==> config.mk <==
export PLATFORM = sky130hd
export DESIGN_NAME = hw_sw_frame_sync_flat
export DESIGN_NICKNAME = d
export VERILOG_FILES = /design/src/rtl/hw_sw_frame_sync_if.sv /design/src/rtl/hw_sw_frame_sync.sv /design/src/flat_wrapper.sv
export SDC_FILE = /design/constraint.sdc
export NUM_CORES = 1
export LEC_CHECK = 0
export ABC_CLOCK_PERIOD_IN_PS = 27300
export CAP_MARGIN = 20
export CORE_MARGIN = 2
export CORE_UTILIZATION = 39
export CTS_BUF_LIST = sky130_fd_sc_hd__clkbuf_16
export CTS_CLUSTER_DIAMETER = 30
export DETAILED_ROUTE_END_ITERATION = 12
export DONT_BUFFER_PORTS = 1
export GPL_ROUTABILITY_DRIVEN = 0
export PLACE_DENSITY = 0.51
export RECOVER_POWER = 50
export SYNTH_ARGS = -nofsm -noshare
export SYNTH_HDL_FRONTEND = slang
export SYNTH_SLANG_ARGS = --single-unit
==> constraint.sdc <==
create_clock -name Clk -period 27.3 [get_ports Clk]
set_clock_uncertainty 0.1 [all_clocks]
set_input_delay 5.46 -clock Clk [delete_from_list [all_inputs] [get_ports Clk]]
set_output_delay 5.46 -clock Clk [all_outputs]
set_load 0.05 [all_outputs]
==> src/rtl/hw_sw_frame_sync_if.sv <==
// Software/hardware frame-sync bus: command, ten capture words and frame pulse in;
// ack/toggle, committed object words, busy and frame count out.
interface hw_sw_frame_sync_if;
  logic [1:0]  to_hw_sig;
  logic [31:0] to_hw_port0;
  logic [31:0] to_hw_port1;
  logic [31:0] to_hw_port2;
  logic [31:0] to_hw_port3;
  logic [31:0] to_hw_port4;
  logic [31:0] to_hw_port5;
  logic [31:0] to_hw_port6;
  logic [31:0] to_hw_port7;
  logic [31:0] to_hw_port8;
  logic [31:0] to_hw_port9;
  logic        frame_start;

  logic [1:0]  to_sw_sig;
  logic [31:0] obj_word0;
  logic [31:0] obj_word1;
  logic [31:0] obj_word2;
  logic [31:0] obj_word3;
  logic [31:0] obj_word4;
  logic [31:0] obj_word5;
  logic [31:0] obj_word6;
  logic [31:0] obj_word7;
  logic [31:0] obj_word8;
  logic [31:0] obj_word9;
  logic        busy;
  logic [15:0] frame_count;

  modport master (
    output to_hw_sig,
    output to_hw_port0, to_hw_port1, to_hw_port2, to_hw_port3, to_hw_port4,
    output to_hw_port5, to_hw_port6, to_hw_port7, to_hw_port8, to_hw_port9,
    output frame_start,
    input  to_sw_sig,
    input  obj_word0, obj_word1, obj_word2, obj_word3, obj_word4,
    input  obj_word5, obj_word6, obj_word7, obj_word8, obj_word9,
    input  busy,
    input  frame_count
  );

  modport slave (
    input  to_hw_sig,
    input  to_hw_port0, to_hw_port1, to_hw_port2, to_hw_port3, to_hw_port4,
    input  to_hw_port5, to_hw_port6, to_hw_port7, to_hw_port8, to_hw_port9,
    input  frame_start,
    output to_sw_sig,
    output obj_word0, obj_word1, obj_word2, obj_word3, obj_word4,
    output obj_word5, obj_word6, obj_word7, obj_word8, obj_word9,
    output busy,
    output frame_count
  );
endinterface

==> src/rtl/hw_sw_frame_sync.sv <==
// Captures ten software-written words into a staging buffer (optionally aligned to
// vertical blank) and commits them to the draw-side shadow registers on a single edge.
module hw_sw_frame_sync #(
  parameter int unsigned SYNC_TO_FRAME = 1
) (
  input  logic               Clk,
  input  logic               Reset,
  hw_sw_frame_sync_if.slave  bus
);

  localparam logic [2:0] IDLE       = 3'd0;
  localparam logic [2:0] WAIT_FRAME = 3'd1;
  localparam logic [2:0] COPY       = 3'd2;
  localparam logic [2:0] CLEAR      = 3'd3;
  localparam logic [2:0] COMMIT     = 3'd4;
  localparam logic [2:0] ACK        = 3'd5;

  localparam logic [1:0] SIG_IDLE  = 2'b00;
  localparam logic [1:0] SIG_POST  = 2'b01;
  localparam logic [1:0] SIG_CLEAR = 2'b10;

  localparam logic [3:0] LAST_IDX = 4'd9;

  logic [2:0]  state_q, state_d;
  logic [3:0]  idx_q, idx_d;
  logic        ack_q, ack_d;
  logic        tog_q;
  logic [15:0] fcnt_q;

  logic [31:0] port_w    [10];
  logic [31:0] staging_q [10];
  logic [31:0] obj_q     [10];

  logic        stage_we;
  logic        commit_en;
  logic [31:0] stage_data;
  logic [31:0] port_sel;

  assign port_w[0] = bus.to_hw_port0;
  assign port_w[1] = bus.to_hw_port1;
  assign port_w[2] = bus.to_hw_port2;
  assign port_w[3] = bus.to_hw_port3;
  assign port_w[4] = bus.to_hw_port4;
  assign port_w[5] = bus.to_hw_port5;
  assign port_w[6] = bus.to_hw_port6;
  assign port_w[7] = bus.to_hw_port7;
  assign port_w[8] = bus.to_hw_port8;
  assign port_w[9] = bus.to_hw_port9;

  always_comb begin
    port_sel = '0;
    for (int k = 0; k < 10; k++) begin
      if (idx_q == 4'(k)) port_sel = port_w[k];
    end
  end

  always_comb begin
    state_d    = state_q;
    idx_d      = idx_q;
    ack_d      = ack_q;
    stage_we   = 1'b0;
    stage_data = '0;
    commit_en  = 1'b0;
    case (state_q)
      IDLE: begin
        if (bus.to_hw_sig == SIG_POST) begin
          state_d = (SYNC_TO_FRAME != 0) ? WAIT_FRAME : COPY;
          idx_d   = '0;
        end else if (bus.to_hw_sig == SIG_CLEAR) begin
          state_d = CLEAR;
          idx_d   = '0;
        end
      end
      WAIT_FRAME: begin
        // Software withdrawing the post wins over a coincident frame pulse.
        if (bus.to_hw_sig == SIG_IDLE) begin
          state_d = IDLE;
        end else if (bus.frame_start) begin
          state_d = COPY;
          idx_d   = '0;
        end
      end
      COPY, CLEAR: begin
        stage_we   = 1'b1;
        stage_data = (state_q == COPY) ? port_sel : '0;
        if (idx_q == LAST_IDX) begin
          idx_d   = '0;
          state_d = COMMIT;
        end else begin
          idx_d = idx_q + 4'd1;
        end
      end
      COMMIT: begin
        commit_en = 1'b1;
        ack_d     = 1'b1;
        state_d   = ACK;
      end
      ACK: begin
        if (bus.to_hw_sig == SIG_IDLE) begin
          ack_d   = 1'b0;
          state_d = IDLE;
        end
      end
      default: begin
        state_d = IDLE;
        idx_d   = '0;
        ack_d   = 1'b0;
      end
    endcase
  end

  always_ff @(posedge Clk or posedge Reset) begin
    if (Reset) begin
      state_q <= IDLE;
      idx_q   <= '0;
      ack_q   <= 1'b0;
    end else begin
      state_q <= state_d;
      idx_q   <= idx_d;
      ack_q   <= ack_d;
    end
  end

  always_ff @(posedge Clk or posedge Reset) begin
    if (Reset) begin
      for (int k = 0; k < 10; k++) staging_q[k] <= '0;
    end else if (stage_we) begin
      for (int k = 0; k < 10; k++) begin
        if (idx_q == 4'(k)) staging_q[k] <= stage_data;
      end
    end
  end

  // All ten shadow words load together so the draw side never sees a mixed set.
  always_ff @(posedge Clk or posedge Reset) begin
    if (Reset) begin
      for (int k = 0; k < 10; k++) obj_q[k] <= '0;
    end else if (commit_en) begin
      for (int k = 0; k < 10; k++) obj_q[k] <= staging_q[k];
    end
  end

  always_ff @(posedge Clk or posedge Reset) begin
    if (Reset) begin
      fcnt_q <= '0;
      tog_q  <= 1'b0;
    end else if (bus.frame_start) begin
      fcnt_q <= fcnt_q + 16'd1;
      tog_q  <= ~tog_q;
    end
  end

  assign bus.to_sw_sig   = {tog_q, ack_q};
  assign bus.busy        = (state_q != IDLE);
  assign bus.frame_count = fcnt_q;

  assign bus.obj_word0 = obj_q[0];
  assign bus.obj_word1 = obj_q[1];
  assign bus.obj_word2 = obj_q[2];
  assign bus.obj_word3 = obj_q[3];
  assign bus.obj_word4 = obj_q[4];
  assign bus.obj_word5 = obj_q[5];
  assign bus.obj_word6 = obj_q[6];
  assign bus.obj_word7 = obj_q[7];
  assign bus.obj_word8 = obj_q[8];
  assign bus.obj_word9 = obj_q[9];

endmodule

==> src/flat_wrapper.sv <==
// flat-port wrapper written by rule: the top's interface ports become plain ports
module hw_sw_frame_sync_flat 
#(
  parameter int unsigned SYNC_TO_FRAME = 1
)
  (Clk, Reset, bus_to_hw_sig, bus_to_hw_port0, bus_to_hw_port1, bus_to_hw_port2, bus_to_hw_port3, bus_to_hw_port4, bus_to_hw_port5, bus_to_hw_port6, bus_to_hw_port7, bus_to_hw_port8, bus_to_hw_port9, bus_frame_start, bus_to_sw_sig, bus_obj_word0, bus_obj_word1, bus_obj_word2, bus_obj_word3, bus_obj_word4, bus_obj_word5, bus_obj_word6, bus_obj_word7, bus_obj_word8, bus_obj_word9, bus_busy, bus_frame_count);
  hw_sw_frame_sync_if bus_i ();
  input  logic Clk;
  input  logic Reset;
  input wire logic [$bits(bus_i.to_hw_sig)-1:0] bus_to_hw_sig;
  input wire logic [$bits(bus_i.to_hw_port0)-1:0] bus_to_hw_port0;
  input wire logic [$bits(bus_i.to_hw_port1)-1:0] bus_to_hw_port1;
  input wire logic [$bits(bus_i.to_hw_port2)-1:0] bus_to_hw_port2;
  input wire logic [$bits(bus_i.to_hw_port3)-1:0] bus_to_hw_port3;
  input wire logic [$bits(bus_i.to_hw_port4)-1:0] bus_to_hw_port4;
  input wire logic [$bits(bus_i.to_hw_port5)-1:0] bus_to_hw_port5;
  input wire logic [$bits(bus_i.to_hw_port6)-1:0] bus_to_hw_port6;
  input wire logic [$bits(bus_i.to_hw_port7)-1:0] bus_to_hw_port7;
  input wire logic [$bits(bus_i.to_hw_port8)-1:0] bus_to_hw_port8;
  input wire logic [$bits(bus_i.to_hw_port9)-1:0] bus_to_hw_port9;
  input wire logic [$bits(bus_i.frame_start)-1:0] bus_frame_start;
  output wire logic [$bits(bus_i.to_sw_sig)-1:0] bus_to_sw_sig;
  output wire logic [$bits(bus_i.obj_word0)-1:0] bus_obj_word0;
  output wire logic [$bits(bus_i.obj_word1)-1:0] bus_obj_word1;
  output wire logic [$bits(bus_i.obj_word2)-1:0] bus_obj_word2;
  output wire logic [$bits(bus_i.obj_word3)-1:0] bus_obj_word3;
  output wire logic [$bits(bus_i.obj_word4)-1:0] bus_obj_word4;
  output wire logic [$bits(bus_i.obj_word5)-1:0] bus_obj_word5;
  output wire logic [$bits(bus_i.obj_word6)-1:0] bus_obj_word6;
  output wire logic [$bits(bus_i.obj_word7)-1:0] bus_obj_word7;
  output wire logic [$bits(bus_i.obj_word8)-1:0] bus_obj_word8;
  output wire logic [$bits(bus_i.obj_word9)-1:0] bus_obj_word9;
  output wire logic [$bits(bus_i.busy)-1:0] bus_busy;
  output wire logic [$bits(bus_i.frame_count)-1:0] bus_frame_count;
  assign bus_i.to_hw_sig = bus_to_hw_sig;
  assign bus_i.to_hw_port0 = bus_to_hw_port0;
  assign bus_i.to_hw_port1 = bus_to_hw_port1;
  assign bus_i.to_hw_port2 = bus_to_hw_port2;
  assign bus_i.to_hw_port3 = bus_to_hw_port3;
  assign bus_i.to_hw_port4 = bus_to_hw_port4;
  assign bus_i.to_hw_port5 = bus_to_hw_port5;
  assign bus_i.to_hw_port6 = bus_to_hw_port6;
  assign bus_i.to_hw_port7 = bus_to_hw_port7;
  assign bus_i.to_hw_port8 = bus_to_hw_port8;
  assign bus_i.to_hw_port9 = bus_to_hw_port9;
  assign bus_i.frame_start = bus_frame_start;
  assign bus_to_sw_sig = bus_i.to_sw_sig;
  assign bus_obj_word0 = bus_i.obj_word0;
  assign bus_obj_word1 = bus_i.obj_word1;
  assign bus_obj_word2 = bus_i.obj_word2;
  assign bus_obj_word3 = bus_i.obj_word3;
  assign bus_obj_word4 = bus_i.obj_word4;
  assign bus_obj_word5 = bus_i.obj_word5;
  assign bus_obj_word6 = bus_i.obj_word6;
  assign bus_obj_word7 = bus_i.obj_word7;
  assign bus_obj_word8 = bus_i.obj_word8;
  assign bus_obj_word9 = bus_i.obj_word9;
  assign bus_busy = bus_i.busy;
  assign bus_frame_count = bus_i.frame_count;
  hw_sw_frame_sync #(.SYNC_TO_FRAME(SYNC_TO_FRAME)) u_core (.Clk(Clk), .Reset(Reset), .bus(bus_i));
endmodule
Fig. 1: run 1, register map, names as in the netlist
(1.5 px per um) Other sequential cells in the stronger gray, the rest of the logic in the fainter gray.
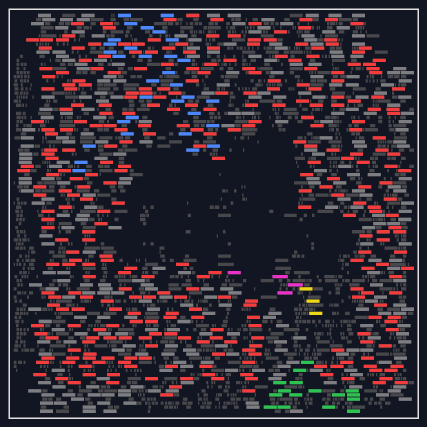
- u_core.idx_q: magenta (sequential cells 4)
- u_core.state_q: yellow (sequential cells 3)
- u_core.bus.obj_word5: blue (sequential cells 32)
- u_core.staging_q: red (sequential cells 320; where spread over the die)
- u_core.bus.frame_count: green (sequential cells 16; where lower right)
- not colored: 290
sequential power: 2.65 mW
Seq/total area: 49.5%
post-layout util: 47.3%
FF+latch area: 0.0167 sq mm

Fig. 2: run 1, routing congestion
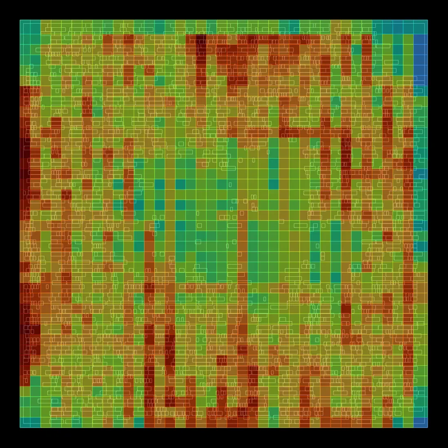
met1 Resource Use GR: 33.3%
GR peak layer: met2

==> results.yml, run 1 <==
# generated from flow reports
outcome:
  status: "finished, violations left"
  violations: "capacitance limit, slew limit"
pwr:
  power_mw: 5.68
  power.density_mw_per_mm2: 169
  power_frac_comb_pct: 23.1
  power.internal_mw: 3.04
  clkPwrFrac_pct: 30.3
  p_comb_mw: 1.31
cells_and_area:
  layout.nets: 2739
  logic_area_sq_mm: 0.0106
  nMultiInputCombCells: 1545
  area_growth_pct: 20.6
  inv_count: 6
  buffer_area_share_pct: 1.04
  clock_tree_area_fraction_pct: 14.4
  comb_share_pct: 31.4
  regMostFlops: "u_core.staging_q"
  fin_area_sq_mm: 0.0337
worst_hold_path:
  min_to: "u_core.staging_q[59]"
  hp-class: "reg2reg"
  timing.hold.worst_path_depth: 2
  min-delay-start: "u_core.staging_q[59]"
synthesis:
  syn-instance-count: 2399
  top_area_share_pct: 59.6
  synth.most_common_cell: "dfrtp_1"
  top_area_cell: "dfrtp_1"
  async_flop_share_pct: 100
  postSynthSeqShare_pct: 59.6
  syn_nets: 2725
  ys_chip_area_sq_mm: 0.0279
  syn-mean-instance-area_sq_um: 11.6
  synth_area_sq_mm: 0.0279
placement:
  io_buffers: 0
  post-dp-hpwl_mm: 72.6
  postPlaceCellArea_sq_mm: 0.0289
sta:
  period_used_pct: 46.3
  rsz0062_at_grt: "false"
  tightest_slew_ns: 9.77
  fin_setup_tns_ns: 0
  final_max_slew_viol_count: 527
  worst_hold_slack_ns: 0.370
  fmax_mhz: 79.1
global_route:
  use_met3_pct: 9.52
  grt_pass1_vias: 20400
  met2_usage_pct: 44.5
  antenna_found_initial: 12
  track_usage_pct: 27.6
setup_path:
  path_buffers: 2
  cp_top_family: "buffers and inverters"
  setup.worst_path.class: "reg2reg"
run:
  drv_cap: 9
  tool_warnings: 41
clock_tree:
  clkLatencyLatePin_ns: 0.71
  cts_sinks: 665
  cts_buffer_depth: 3
  root_buffer: "clkbuf_16"
  htreeDepth: 4
floorplanning:
  ios: 664
  tapCellCount: 950
  core_sq_mm: 0.0712
  die_w_um: 272
drt:
  drtIter0Drc: 1615
  wl_met1_mm: 40.2
  ant_nets: 0
  met3_wirelength_mm: 9.37
  drc_errors: 0
  drt-total-wl_mm: 103
Fig. 3: run 1, M2 wires
(1 px per um) Cells faint in the background.
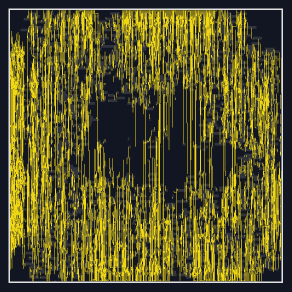
- share of all routed wire: 48%
- wire length on this layer: 49.4 mm
- nets with wire on the layer: 2,366

## run 1: cell families (layout without fill, tap and decap cells)
kind of cell               after synthesis  count (layout)  share of synthesized area, %
AOI/OAI and AO/OA                      592             592                          12.7
xor gates and xnor gates                19              19                         0.596
adders and majority gates                1               1                        0.0448
buffers and inverters                  189             320                          2.76
DFF                                    665             665                          59.6
muxes                                  404             404                          16.1
other                                    0              11                             0
and+or+nand+nor                        529             529                          8.19
## run 1: worst reg2reg max path, stage by stage, from the launching register on
cell and delay [ns]:
dfrtp_1 0.56, nand2_1 0.18, nor2_4 0.10, clkbuf_1 3.22, clkbuf_1 7.05, mux2_2 1.36
==> run 2: changes to the inputs <==
--- a/config.mk
+++ b/config.mk
@@ -5,7 +5,7 @@
 export SDC_FILE = /design/constraint.sdc
 export NUM_CORES = 1
 export LEC_CHECK = 0
-export ABC_CLOCK_PERIOD_IN_PS = 27300
+export ABC_CLOCK_PERIOD_IN_PS = 13150
 export CAP_MARGIN = 20
 export CORE_MARGIN = 2
 export CORE_UTILIZATION = 39
==> constraint.sdc (replaced) <==
create_clock -name Clk -period 13.15 [get_ports Clk]
set_clock_uncertainty 0.1 [all_clocks]
set_input_delay 2.63 -clock Clk [delete_from_list [all_inputs] [get_ports Clk]]
set_output_delay 2.63 -clock Clk [all_outputs]
set_load 0.05 [all_outputs]
Fig. 4: run 2, M2 wires
(1 px per um) Cells faint in the background.
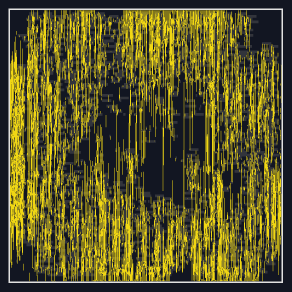
- longest straight run: 170 um
- main direction: vertical
- nets with wire on the layer: 2,396
- share of all routed wire: 47%

==> run 2 against run 1 <==
The run still ends with capacitance limit, slew limit left. Final area is 0.64% higher. Core utilization is 0.30 points higher. Largest cell class unchanged. Area after synthesis stayed put. Synthesized cell count stayed put. Register-to-register slack worse by 8.6 ns. Hold slack worse by 0.0016 ns. Count of clock-buffer cells in the layout is 2 higher. First-iteration DRC count is 1.8% higher. Via count is 0.96% higher. Global-route usage is 0.70 points higher. Critical path depth is 1 higher. Final cell count is 0.77% higher.
==> results.yml, run 2 <==
# generated from flow reports
pwr:
  power_mw: 11.9
  p_comb_mw: 2.70
  p_seq_mw: 5.52
  power.density_mw_per_mm2: 350
  power_frac_comb_pct: 22.8
  clkPwrFrac_pct: 30.7
  power.internal_mw: 6.39
outcome:
  violations: "capacitance limit, slew limit"
  status: "finished, violations left"
floorplanning:
  die_w_um: 272
  core_sq_mm: 0.0712
placement:
  post-dp-hpwl_mm: 75.1
  postPlaceCellArea_sq_mm: 0.0289
  io_buffers: 0
run:
  drv_cap: 15
  tool_warnings: 38
global_route:
  busiest_layer: "met2"
  grt_pass1_vias: 20800
  overflow: 0
  antenna_found_initial: 21
drt:
  drc_errors: 0
  drtIter0Drc: 1644
  wl_met1_mm: 40.7
  drt-total-wl_mm: 105
  met3_wirelength_mm: 9.90
  wl_met2_mm: 49.6
clock_tree:
  htreeDepth: 4
  cts_sinks: 665
  clkLatencyLatePin_ns: 0.71
  cts_buffer_depth: 3
synthesis:
  synth_area_sq_mm: 0.0279
  syn-instance-count: 2399
  ys_sh_mux_pct: 16.1
  ys_chip_area_sq_mm: 0.0279
  simple_gate_share_pct: 8.19
  top_cells_by_count: "665 x dfrtp_1, 371 x mux2_2, 355 x nand2_1"
  async_flop_share_pct: 100
  adder_share_pct: 0.0448
  area_leaders: "dfrtp_1 60%, mux2_2 15%, o21ai_0 5.5%"
  synth_xor_xnor_area_share_pct: 0.596
  syn_nets: 2725
  ys_top_logic_family: "multiplexers"
  postSynthSeqShare_pct: 59.6
  syn-mean-instance-area_sq_um: 11.6
  synthAoiAreaFrac_pct: 12.7
  top_area_share_pct: 59.6
cells_and_area:
  area_growth_pct: 21.3
  layout_top_cells: "663 x dfrtp_1, 371 x mux2_2, 354 x nand2_1"
  fin_area_sq_mm: 0.0339
sta:
  final_max_slew_viol_count: 652
  finalHoldViolations: 0
  fmax_mhz: 140
  tightest_slew_ns: 4.62
  period_used_pct: 54.3
  fin_setup_tns_ns: 0
setup_path:
  path_buffers: 3
  setup.worst_path.class: "reg2reg"
  cp_top_family: "buffers and inverters"
worst_hold_path:
  min-delay-start: "u_core.staging_q[156]"
  min_to: "u_core.staging_q[156]"
  hp-class: "reg2reg"
  timing.hold.worst_path_depth: 2
Fig. 5: run 2, routing congestion
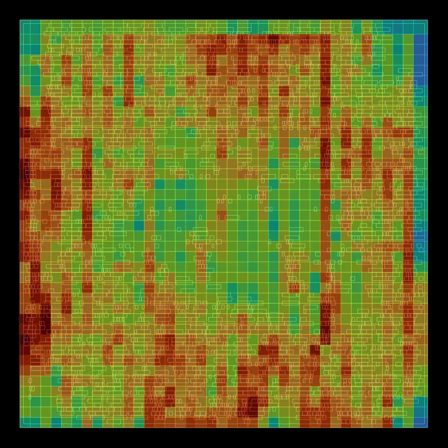
met1 Resource Use GR: 33.5%
post-layout util: 47.6%
M2 GR Usage: 45.3%
GRT Total Usage: 28.3%
GRT met3 Usage: 10.5%

## run 2: cell counts after synthesis
No cell type changed its count.
## run 2: area by class of cell
type | count | area [sq um] | area share (%)
Antenna cell | 22 | 55.1 | 0.162
Clock buffer | 146 | 3650 | 10.8
Clock inverter | 123 | 1350 | 3.97
Inverter | 6 | 23.8 | 0.0702
Multi-Input combinational cell | 1545 | 10600 | 31.1
Sequential cell | 665 | 16600 | 49.1
Tap cell | 950 | 1190 | 3.51
Timing Repair Buffer | 61 | 414 | 1.22
## run 2: metrics by stage
step	hold slack (ns)	instances
3_5_place_dp	0.364	3224
5_1_grt	0.388	3509
4_1_cts	0.373	3493
3_3_place_gp	0.354	3217
6_report	0.369	3518
2_1_floorplan	0.340	2399
No activity file was given, so power comes from the tool's default toggle rates.
